File: config.mk
export PLATFORM = sky130hd
export DESIGN_NAME = ps2_dir_decoder_flat
export DESIGN_NICKNAME = d
export VERILOG_FILES = /design/src/rtl/pacman_pkg.sv /design/src/rtl/ps2_dir_decoder_if.sv /design/src/rtl/ps2_prefix_tracker.sv /design/src/rtl/ps2_dir_decoder.sv /design/src/flat_wrapper.sv
export SDC_FILE = /design/constraint.sdc
export NUM_CORES = 1
export LEC_CHECK = 0
export CAP_MARGIN = 20
export CORE_ASPECT_RATIO = 0.7
export CORE_MARGIN = 4
export CORE_UTILIZATION = 34
export DETAILED_ROUTE_END_ITERATION = 8
export GPL_ROUTABILITY_DRIVEN = 0
export GPL_TIMING_DRIVEN = 0
export PLACE_DENSITY = 0.62
export SYNTH_ARGS = -nofsm -noshare
export SYNTH_HDL_FRONTEND = slang
export SYNTH_HIERARCHICAL = 1
export SYNTH_SLANG_ARGS = --single-unit
export TNS_END_PERCENT = 50
File: constraint.sdc
create_clock -name CLOCK_50 -period 2.7 [get_ports CLOCK_50]
set_input_delay 0.27 -clock CLOCK_50 [delete_from_list [all_inputs] [get_ports CLOCK_50]]
set_output_delay 0.27 -clock CLOCK_50 [all_outputs]
set_load 0.05 [all_outputs]
File: src/rtl/pacman_pkg.sv
// Shared types and PS/2 set-2 scan-code constants for the pacman direction decoder.
package pacman_pkg;

    typedef enum logic [1:0] {
        DIR_UP    = 2'd0,
        DIR_DOWN  = 2'd1,
        DIR_LEFT  = 2'd2,
        DIR_RIGHT = 2'd3
    } dir_t;

    typedef enum logic [1:0] {
        PS_IDLE,
        PS_EXT,
        PS_BRK,
        PS_EXT_BRK
    } prefix_state_t;

    typedef struct packed {
        logic hit;
        dir_t dir;
    } key_hit_t;

    localparam logic [7:0] SC_EXT   = 8'hE0;
    localparam logic [7:0] SC_BRK   = 8'hF0;
    localparam logic [7:0] SC_UP    = 8'h75;
    localparam logic [7:0] SC_DOWN  = 8'h72;
    localparam logic [7:0] SC_LEFT  = 8'h6B;
    localparam logic [7:0] SC_RIGHT = 8'h74;
    localparam logic [7:0] SC_W     = 8'h1D;
    localparam logic [7:0] SC_S     = 8'h1B;
    localparam logic [7:0] SC_A     = 8'h1C;
    localparam logic [7:0] SC_D     = 8'h23;

    function automatic key_hit_t arrow_lookup(input logic [7:0] code);
        key_hit_t k;
        k = '0;
        case (code)
            SC_UP:    k = '{hit: 1'b1, dir: DIR_UP};
            SC_DOWN:  k = '{hit: 1'b1, dir: DIR_DOWN};
            SC_LEFT:  k = '{hit: 1'b1, dir: DIR_LEFT};
            SC_RIGHT: k = '{hit: 1'b1, dir: DIR_RIGHT};
            default:  k = '0;
        endcase
        return k;
    endfunction

    function automatic key_hit_t wasd_lookup(input logic [7:0] code);
        key_hit_t k;
        k = '0;
        case (code)
            SC_W:    k = '{hit: 1'b1, dir: DIR_UP};
            SC_S:    k = '{hit: 1'b1, dir: DIR_DOWN};
            SC_A:    k = '{hit: 1'b1, dir: DIR_LEFT};
            SC_D:    k = '{hit: 1'b1, dir: DIR_RIGHT};
            default: k = '0;
        endcase
        return k;
    endfunction

endpackage

File: src/rtl/ps2_dir_decoder_if.sv
// Byte-input / turn-request bus between the PS/2 receiver, the decoder and the location controller.
interface ps2_dir_decoder_if;
    logic       byte_valid;
    logic [7:0] byte_data;
    logic       req_ack;
    logic       up;
    logic       down;
    logic       left;
    logic       right;
    logic       req_valid;
    logic [1:0] req_dir;

    modport master (
        output byte_valid, byte_data, req_ack,
        input  up, down, left, right, req_valid, req_dir
    );

    modport slave (
        input  byte_valid, byte_data, req_ack,
        output up, down, left, right, req_valid, req_dir
    );
endinterface

File: src/rtl/ps2_prefix_tracker.sv
// E0/F0 prefix FSM with idle timeout; emits a combinational one-cycle code strobe
// tagged with the extended/break flags of the prefix that preceded it.
module ps2_prefix_tracker
    import pacman_pkg::*;
#(
    parameter int unsigned TIMEOUT_CYCLES = 50000
) (
    input  logic       clk_i,
    input  logic       rst_i,
    input  logic       byte_valid_i,
    input  logic [7:0] byte_data_i,
    output logic       code_valid_o,
    output logic [7:0] code_o,
    output logic       is_ext_o,
    output logic       is_break_o
);

    localparam int unsigned CNT_W =
        ($clog2(TIMEOUT_CYCLES + 1) > 17) ? $clog2(TIMEOUT_CYCLES + 1) : 17;
    localparam logic [CNT_W-1:0] CNT_LAST = CNT_W'(TIMEOUT_CYCLES - 1);

    prefix_state_t    state_q, state_d;
    logic [CNT_W-1:0] cnt_q, cnt_d;

    always_ff @(posedge clk_i or posedge rst_i) begin
        if (rst_i) begin
            state_q <= PS_IDLE;
            cnt_q   <= '0;
        end else begin
            state_q <= state_d;
            cnt_q   <= cnt_d;
        end
    end

    // A byte arriving in the same cycle as the timeout wins; it is parsed with the live prefix.
    always_comb begin
        state_d = state_q;
        cnt_d   = cnt_q;
        if (byte_valid_i) begin
            cnt_d = '0;
            case (state_q)
                PS_IDLE: begin
                    if (byte_data_i == SC_EXT)      state_d = PS_EXT;
                    else if (byte_data_i == SC_BRK) state_d = PS_BRK;
                end
                PS_EXT: begin
                    if (byte_data_i == SC_BRK)      state_d = PS_EXT_BRK;
                    else if (byte_data_i != SC_EXT) state_d = PS_IDLE;
                end
                default: state_d = PS_IDLE;
            endcase
        end else if (state_q != PS_IDLE) begin
            if (cnt_q == CNT_LAST) begin
                state_d = PS_IDLE;
                cnt_d   = '0;
            end else begin
                cnt_d = cnt_q + CNT_W'(1);
            end
        end
    end

    always_comb begin
        code_valid_o = 1'b0;
        is_ext_o     = 1'b0;
        is_break_o   = 1'b0;
        code_o       = byte_data_i;
        if (byte_valid_i) begin
            case (state_q)
                PS_IDLE: begin
                    code_valid_o = (byte_data_i != SC_EXT) && (byte_data_i != SC_BRK);
                end
                PS_EXT: begin
                    code_valid_o = (byte_data_i != SC_EXT) && (byte_data_i != SC_BRK);
                    is_ext_o     = 1'b1;
                end
                PS_BRK: begin
                    code_valid_o = 1'b1;
                    is_break_o   = 1'b1;
                end
                PS_EXT_BRK: begin
                    code_valid_o = 1'b1;
                    is_ext_o     = 1'b1;
                    is_break_o   = 1'b1;
                end
                default: code_valid_o = 1'b0;
            endcase
        end
    end

endmodule

File: src/rtl/ps2_dir_decoder.sv
// PS/2 arrow-key direction decoder: held mask, last-press priority and turn request.
// Define PS2_WASD_EN to also decode non-extended W/A/S/D onto the same directions.
module ps2_dir_decoder
    import pacman_pkg::*;
#(
    parameter int unsigned TIMEOUT_CYCLES = 50000
) (
    input  logic              CLOCK_50,
    input  logic              reset,
    ps2_dir_decoder_if.slave  bus
);

    logic       code_valid;
    logic [7:0] code;
    logic       is_ext;
    logic       is_break;

    ps2_prefix_tracker #(
        .TIMEOUT_CYCLES(TIMEOUT_CYCLES)
    ) u_prefix (
        .clk_i        (CLOCK_50),
        .rst_i        (reset),
        .byte_valid_i (bus.byte_valid),
        .byte_data_i  (bus.byte_data),
        .code_valid_o (code_valid),
        .code_o       (code),
        .is_ext_o     (is_ext),
        .is_break_o   (is_break)
    );

    key_hit_t key;

    always_comb begin
        key = '0;
        if (code_valid) begin
            if (is_ext) begin
                key = arrow_lookup(code);
            end
`ifdef PS2_WASD_EN
            else begin
                key = wasd_lookup(code);
            end
`endif
        end
    end

    logic [3:0] held_q, held_d;
    dir_t       last_q, last_d;
    logic       req_valid_q, req_valid_d;
    dir_t       req_dir_q, req_dir_d;
    logic [3:0] dir_oh_q, dir_oh_d;
    logic       press;

    always_ff @(posedge CLOCK_50 or posedge reset) begin
        if (reset) begin
            held_q      <= '0;
            last_q      <= DIR_UP;
            req_valid_q <= 1'b0;
            req_dir_q   <= DIR_UP;
            dir_oh_q    <= '0;
        end else begin
            held_q      <= held_d;
            last_q      <= last_d;
            req_valid_q <= req_valid_d;
            req_dir_q   <= req_dir_d;
            dir_oh_q    <= dir_oh_d;
        end
    end

    always_comb begin
        held_d      = held_q;
        last_d      = last_q;
        req_valid_d = req_valid_q;
        req_dir_d   = req_dir_q;
        press       = 1'b0;

        if (key.hit) begin
            if (is_break) begin
                held_d[key.dir] = 1'b0;
            end else if (!held_q[key.dir]) begin
                held_d[key.dir] = 1'b1;
                last_d          = key.dir;
                press           = 1'b1;
            end
        end

        // A press coinciding with the ack re-arms the request with the new direction.
        if (bus.req_ack && req_valid_q) req_valid_d = 1'b0;
        if (press) begin
            req_valid_d = 1'b1;
            req_dir_d   = key.dir;
        end

        dir_oh_d = '0;
        if (held_d[last_d]) begin
            dir_oh_d[last_d] = 1'b1;
        end else begin
            for (int unsigned i = 0; i < 4; i++) begin
                if (held_d[i[1:0]] && (dir_oh_d == '0)) dir_oh_d[i[1:0]] = 1'b1;
            end
        end
    end

    assign bus.up        = dir_oh_q[DIR_UP];
    assign bus.down      = dir_oh_q[DIR_DOWN];
    assign bus.left      = dir_oh_q[DIR_LEFT];
    assign bus.right     = dir_oh_q[DIR_RIGHT];
    assign bus.req_valid = req_valid_q;
    assign bus.req_dir   = req_dir_q;

endmodule

File: src/flat_wrapper.sv
// flat-port wrapper written by rule: the top's interface ports become plain ports
module ps2_dir_decoder_flat import pacman_pkg::*;
#(
    parameter int unsigned TIMEOUT_CYCLES = 50000
)
  (CLOCK_50, reset, bus_byte_valid, bus_byte_data, bus_req_ack, bus_up, bus_down, bus_left, bus_right, bus_req_valid, bus_req_dir);
  ps2_dir_decoder_if bus_i ();
  input  logic CLOCK_50;
  input  logic reset;
  input wire logic [$bits(bus_i.byte_valid)-1:0] bus_byte_valid;
  input wire logic [$bits(bus_i.byte_data)-1:0] bus_byte_data;
  input wire logic [$bits(bus_i.req_ack)-1:0] bus_req_ack;
  output wire logic [$bits(bus_i.up)-1:0] bus_up;
  output wire logic [$bits(bus_i.down)-1:0] bus_down;
  output wire logic [$bits(bus_i.left)-1:0] bus_left;
  output wire logic [$bits(bus_i.right)-1:0] bus_right;
  output wire logic [$bits(bus_i.req_valid)-1:0] bus_req_valid;
  output wire logic [$bits(bus_i.req_dir)-1:0] bus_req_dir;
  assign bus_i.byte_valid = bus_byte_valid;
  assign bus_i.byte_data = bus_byte_data;
  assign bus_i.req_ack = bus_req_ack;
  assign bus_up = bus_i.up;
  assign bus_down = bus_i.down;
  assign bus_left = bus_i.left;
  assign bus_right = bus_i.right;
  assign bus_req_valid = bus_i.req_valid;
  assign bus_req_dir = bus_i.req_dir;
  ps2_dir_decoder #(.TIMEOUT_CYCLES(TIMEOUT_CYCLES)) u_core (.CLOCK_50(CLOCK_50), .reset(reset), .bus(bus_i));
endmodule
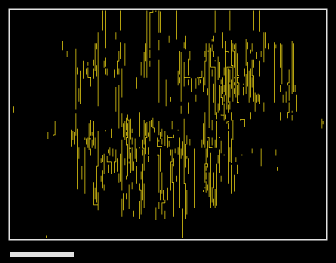
Figure 1: signal wires on met2.
Bar = 20 um.
wire length on this layer: 1750 um
longest straight run: 26.2 um
share of all routed wire: 40%
nets with wire on the layer: 196

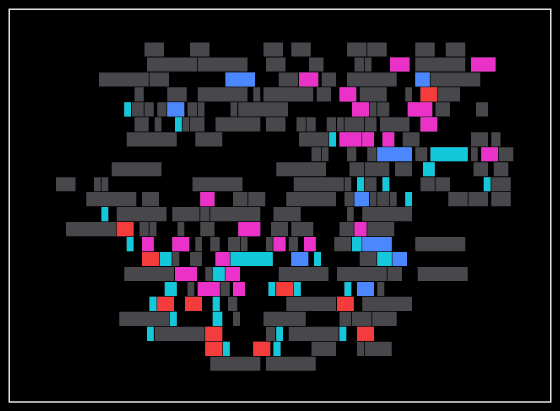
Figure 2: logic cells by family.
[nor cells] cyan | cells: 30 | most used: nor2_1
[and/or cells] magenta | cells: 23
[non-inverting ao/oa cells] blue | cells: 9
[xor and xnor cells] red | cells: 11 | most used: xnor2_1

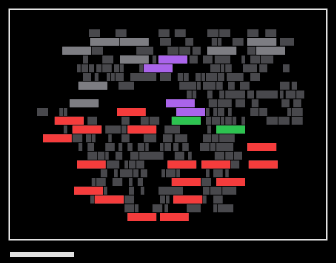
Figure 3: sequential cells colored by netlist name.
Bar = 20 um.
[`u_core/u_prefix/state_q`] green | placed flops: 2
[`u_core/held_q`] purple | placed flops: 4
[`u_core/u_prefix/cnt_q`] red | placed flops: 17

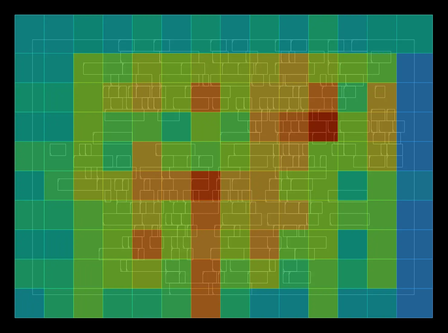
Figure 4: track usage over the die.
WL/cell: 14.8 um
GR Util met3: 3.15%
GR Layer Usage met2: 17.2%
met1 usage: 20.3%
GRT Max-Usage Layer: met1

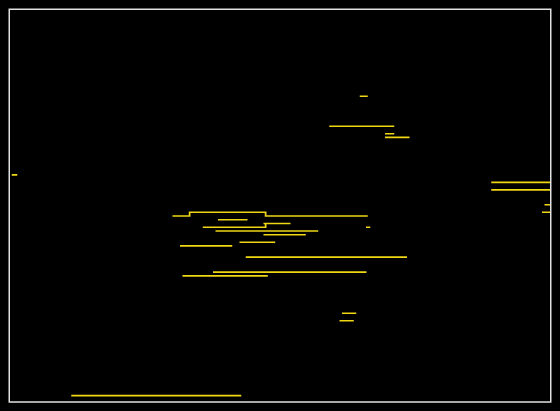
Figure 5: met3 routing.
nets with wire on the layer: 20
main direction: horizontal
share of all routed wire: 5.7%

==> results.sh <==
# flow metrics
export IMPL_status="finished, final reports clean"
export IMPL_cp_slowest_stage_delay_ps=500
export IMPL_logic_area_mm2=0.00102
export IMPL_p_per_area_mw_per_mm2=406
export IMPL_layout_top_cell="dfrtp_1"
export IMPL_synthArstFlopShare_pct=100
export IMPL_r2r_start="u_core/u_prefix/state_q[1]"
export IMPL_synthCells=196
export IMPL_edf_count=0
export IMPL_rsz0062_at_grt="false"
export IMPL_numSynthFlops=32
export IMPL_warnings=26
export IMPL_post_cts_buffers=0
export IMPL_vias=1546
export IMPL_top_logic_kind="simple AND/OR/NAND/NOR gates"
export IMPL_drc=0
export IMPL_seq_area_um2=801
export IMPL_ctsHoldBuffers=0
export IMPL_synth_adder_area_share_pct=0.647
export IMPL_fp_util_pct=36.0
export IMPL_firstDrtPassIters=4
export IMPL_cp_max_fo=5
export IMPL_vias_per_cell=5.26
export IMPL_cp_required_ps=2860
export IMPL_root_buffer="clkbuf_8"
export IMPL_netlist_area_mm2=0.00193
export IMPL_yosys_stat_area_mm2=0.00193
export IMPL_leakagePower_nw=1.00
export IMPL_drv_cap=0
export IMPL_grt_pass1_vias=1474
export IMPL_antennaDiodeCount=0
export IMPL_fillCellCount=534
export IMPL_crit_path_start_kind="primary input"
export IMPL_numCtsBuffers=5
export IMPL_topRoutingLayerUsed="met4"
export IMPL_vdd_drop_max_mv=0.186
export IMPL_setup_tns_ps=0
export IMPL_crit_chain="clkdlybuf4s50_1, and4b_1, a31oi_2, and3_4, and3b_2, o2111ai_1, a211o_4, mux2i_4, inv_2, a22oi_1, nor2_1"
==> worst max-delay path, delay by kind of cell <==
kind	cells	cell delay, ps
buf+inv	2	580
compound gates	4	900
mux	1	220
simple gates	4	790
==> how the worst max path moves through the flow <==
stage	from	end	slack, ps	cells after the start
2_1_floorplan	u_core/u_prefix/state_q[1]	u_core/dir_oh_q[1]	540	9
3_3_place_gp	bus_byte_data[2]	u_core/dir_oh_q[1]	-310	10
3_5_place_dp	bus_byte_data[2]	u_core/dir_oh_q[1]	-330	10
4_1_cts	bus_byte_data[2]	u_core/dir_oh_q[1]	40	10
5_1_grt	bus_byte_data[2]	u_core/dir_oh_q[1]	10	10
6_report	bus_byte_data[2]	u_core/dir_oh_q[3]	90	11
==> synth_stat cells (all sizes together) (2+ instances only) <==
| cell | instances | area (um^2) |
|---|---|---|
| dfrtp | 32 | 801 |
| nor2 | 21 | 78.8 |
| inv | 15 | 56.3 |
| nand2 | 12 | 45.0 |
| nand3 | 10 | 60.1 |
| buf | 9 | 71.3 |
| a21oi | 7 | 42.5 |
| nand4 | 7 | 58.8 |
| o21ai | 7 | 35.0 |
| xnor2 | 7 | 61.3 |
| or4 | 5 | 45.0 |
| nor4 | 4 | 40.0 |
| or3 | 4 | 30.0 |
| xor2 | 4 | 35.0 |
| a21o | 3 | 30.0 |
| o31ai | 3 | 22.5 |
| a31o | 2 | 17.5 |
| a31oi | 2 | 12.5 |
| and2 | 2 | 15.0 |
| and3 | 2 | 12.5 |
| and3b | 2 | 17.5 |
| and4 | 2 | 17.5 |
| and4bb | 2 | 25.0 |
| mux2 | 2 | 26.3 |
| mux2i | 2 | 32.5 |
| nand2b | 2 | 12.5 |
| nor3 | 2 | 10.0 |
| nor3b | 2 | 26.3 |
| o21a | 2 | 22.5 |
| o311ai | 2 | 17.5 |
| or2 | 2 | 12.5 |
==> report_power, final <==
part           leakage, nW  switching, mW  internal (mW)
clock network       0.0445          0.180          0.207
logic                0.511         0.0409         0.0343
registers            0.447       0.000914          0.480
total                 1.00          0.221          0.722
==> registers in the layout (all words and copies together), names as in the netlist <==
| name | flops |
|---|---|
| u_core/held_q | 4 |
| u_core/u_prefix/state_q | 2 |
| u_core/bus.req_valid | 1 |
| u_core/last_q | 2 |
| u_core/u_prefix/cnt_q | 17 |
| u_core/bus.req_dir | 2 |
| u_core/dir_oh_q | 4 |
==> final cells by class <==
class / instances / area share (%)
Buffer: 9 / 3.07
Clock buffer: 7 / 3.72
Clock inverter: 1 / 0.324
Inverter: 15 / 2.43
Multi-Input combinational cell: 140 / 44.2
Sequential cell: 32 / 34.5
Tap cell: 72 / 3.88
Timing Repair Buffer: 18 / 7.87
==> what timing repair did <==
action / CTS / global route
setup endpoints to repair: 1 / 4
hold endpoints to repair: 0 / 0
pin swaps: 0 / 0
gates resized: 1 / 5
==> through the flow <==
step / cell area [um^2] / std cells / utilization (%) / hold slack, ps
3_3_place_gp: 2200 / 286 / 41.1 / 466
6_report: 2320 / 294 / 43.2 / 339
2_1_floorplan: 1930 / 196 / - / 147
5_1_grt: 2320 / 294 / 43.2 / 391
4_1_cts: 2300 / 294 / 42.9 / 366
3_5_place_dp: 2200 / 286 / 41.1 / 474
No activity file was given, so power comes from the tool's default toggle rates.
